Design pong_engine, sky130hd; sources not shown.
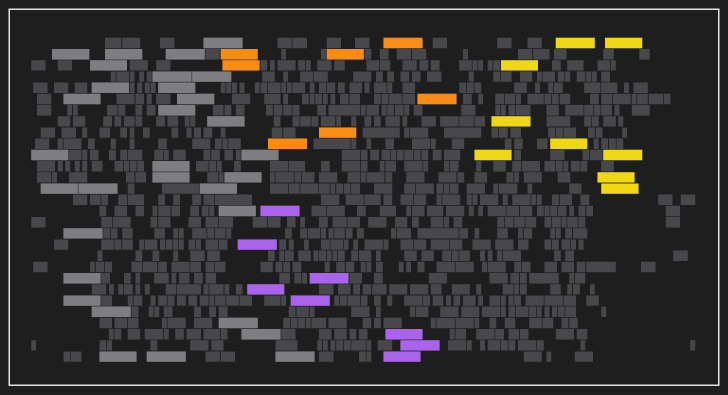
*Register map, names as in the netlist*
Other sequential cells in the stronger gray, the rest of the logic in the fainter gray.
orange -> `u_paddle_l/y`  # flops 7, where top middle
yellow -> `u_paddle_r/y`  # flops 9
purple -> `ball_y_o`  # flops 8, where bottom middle
Flop area: 1400 µm²
P_seq: 486 µW

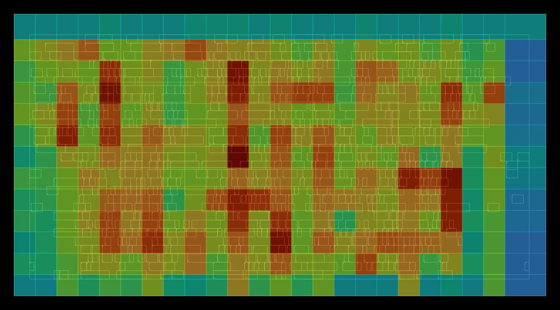
*Congestion heat map*
GR Util met3: 0.0451
wire per inst: 17.0 µm
most used routing layer: met2
routing usage on met2: 0.352
GRT Resource Usage Total: 0.220

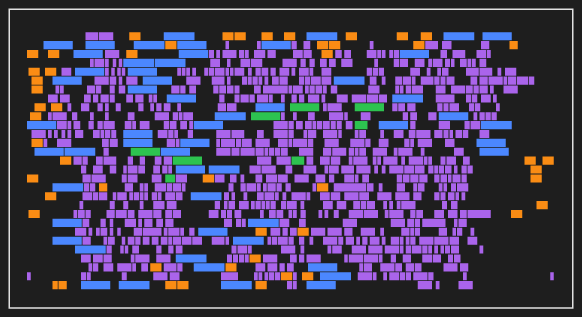
*Cell classes on the final placement*
blue -> flops  # cells 55
orange -> other buffers and delay cells  # cells 50
purple -> all other logic  # cells 729
green -> clock drivers and dummy loads  # cells 8
Core Area: 12700 µm²
Final Util: 0.561
Seq/total area: 0.196
Finished Cell Area: 7150 µm²

==> results_dict.tcl <==
# flow metrics
set metrics [dict create \
    slew_viol_final 0 \
    r2r_slack_ns 6.15 \
    clk_latency_ns 0.30 \
    slew_headroom 0.448 \
    cp.required_ns 11.24 \
    port_buffers 47 \
    finClkSkew_ns 0.0106 \
    outcome "finished clean" \
    warnings 56 \
    fa_ha_area_frac 0.153 \
    cts-root-buf "clkbuf_16" \
    via_per_inst 6.17 \
    cts_max_level 2 \
    ys_seq_share 0.214 \
    top_logic_kind "AND-OR/OR-AND gates" \
    n_antenna_cell 0 \
    synth_cell_types 87 \
    place_area_um2 6990 \
    cp.depth 16 \
    dp_slack_ns 6.22 \
    worstHoldPathCells 0 \
    finalClockPeriodUsage 0.441 \
    placed_cells 1004 \
    period_minus_slack_ns 4.85 \
    whs_ns 0.358 \
    total_leakage_power_uw 0.00301 \
    grt_max_degree 56 \
    ctsHoldBuffers 0 \
    crit_path_end_kind "flop" \
]
power breakdown:
part	switching, µW	internal (µW)
clock network	89.7	88.6
logic	844	620
registers	203	283
total	1140	992
synth_stat cells (all sizes together), types with 4 or more instances:
cell | instances | share of area
a2111oi | 4 | 0.0082
a211o | 5 | 0.0067
a211oi | 7 | 0.0080
a21o | 14 | 0.016
a21oi | 54 | 0.042
a22o | 6 | 0.0080
a22oi | 4 | 0.0046
a31oi | 12 | 0.011
a32oi | 6 | 0.0080
and2 | 5 | 0.0048
and3 | 8 | 0.0084
buf | 25 | 0.028
clkbuf | 25 | 0.014
dfrtp | 33 | 0.13
dfstp | 22 | 0.088
ha | 77 | 0.15
inv | 72 | 0.041
mux2i | 8 | 0.012
nand2 | 69 | 0.041
nand2b | 18 | 0.017
nand3 | 26 | 0.021
nand3b | 6 | 0.0074
nand4 | 10 | 0.0095
nor2 | 61 | 0.036
nor2b | 12 | 0.011
nor3 | 21 | 0.017
nor4 | 6 | 0.0080
o2111ai | 5 | 0.0067
o211ai | 9 | 0.010
o21a | 7 | 0.0080
o21ai | 63 | 0.050
o21bai | 4 | 0.0046
o22a | 6 | 0.0080
o22ai | 11 | 0.010
o31a | 4 | 0.0053
o31ai | 8 | 0.0099
or2 | 6 | 0.0065
or3 | 13 | 0.015
or4 | 5 | 0.0069
xnor2 | 21 | 0.028
xor2 | 11 | 0.015
area by class of cell:
type,count,area share
clock buffers,5,0.0175
clock inverters,3,0.00438
inverters,72,0.0378
multi-input cells,657,0.646
flip-flops and latches,55,0.196
well taps,170,0.0298
repair buffers,50,0.0683
metal layers:
metal  global-route usage  vias up
li1                     -     3014
met1                0.310     2982
met2                0.352      223
met3               0.0451       30
met4               0.0471        0
met5                    0        -
No activity file was given, so power comes from the tool's default toggle rates.
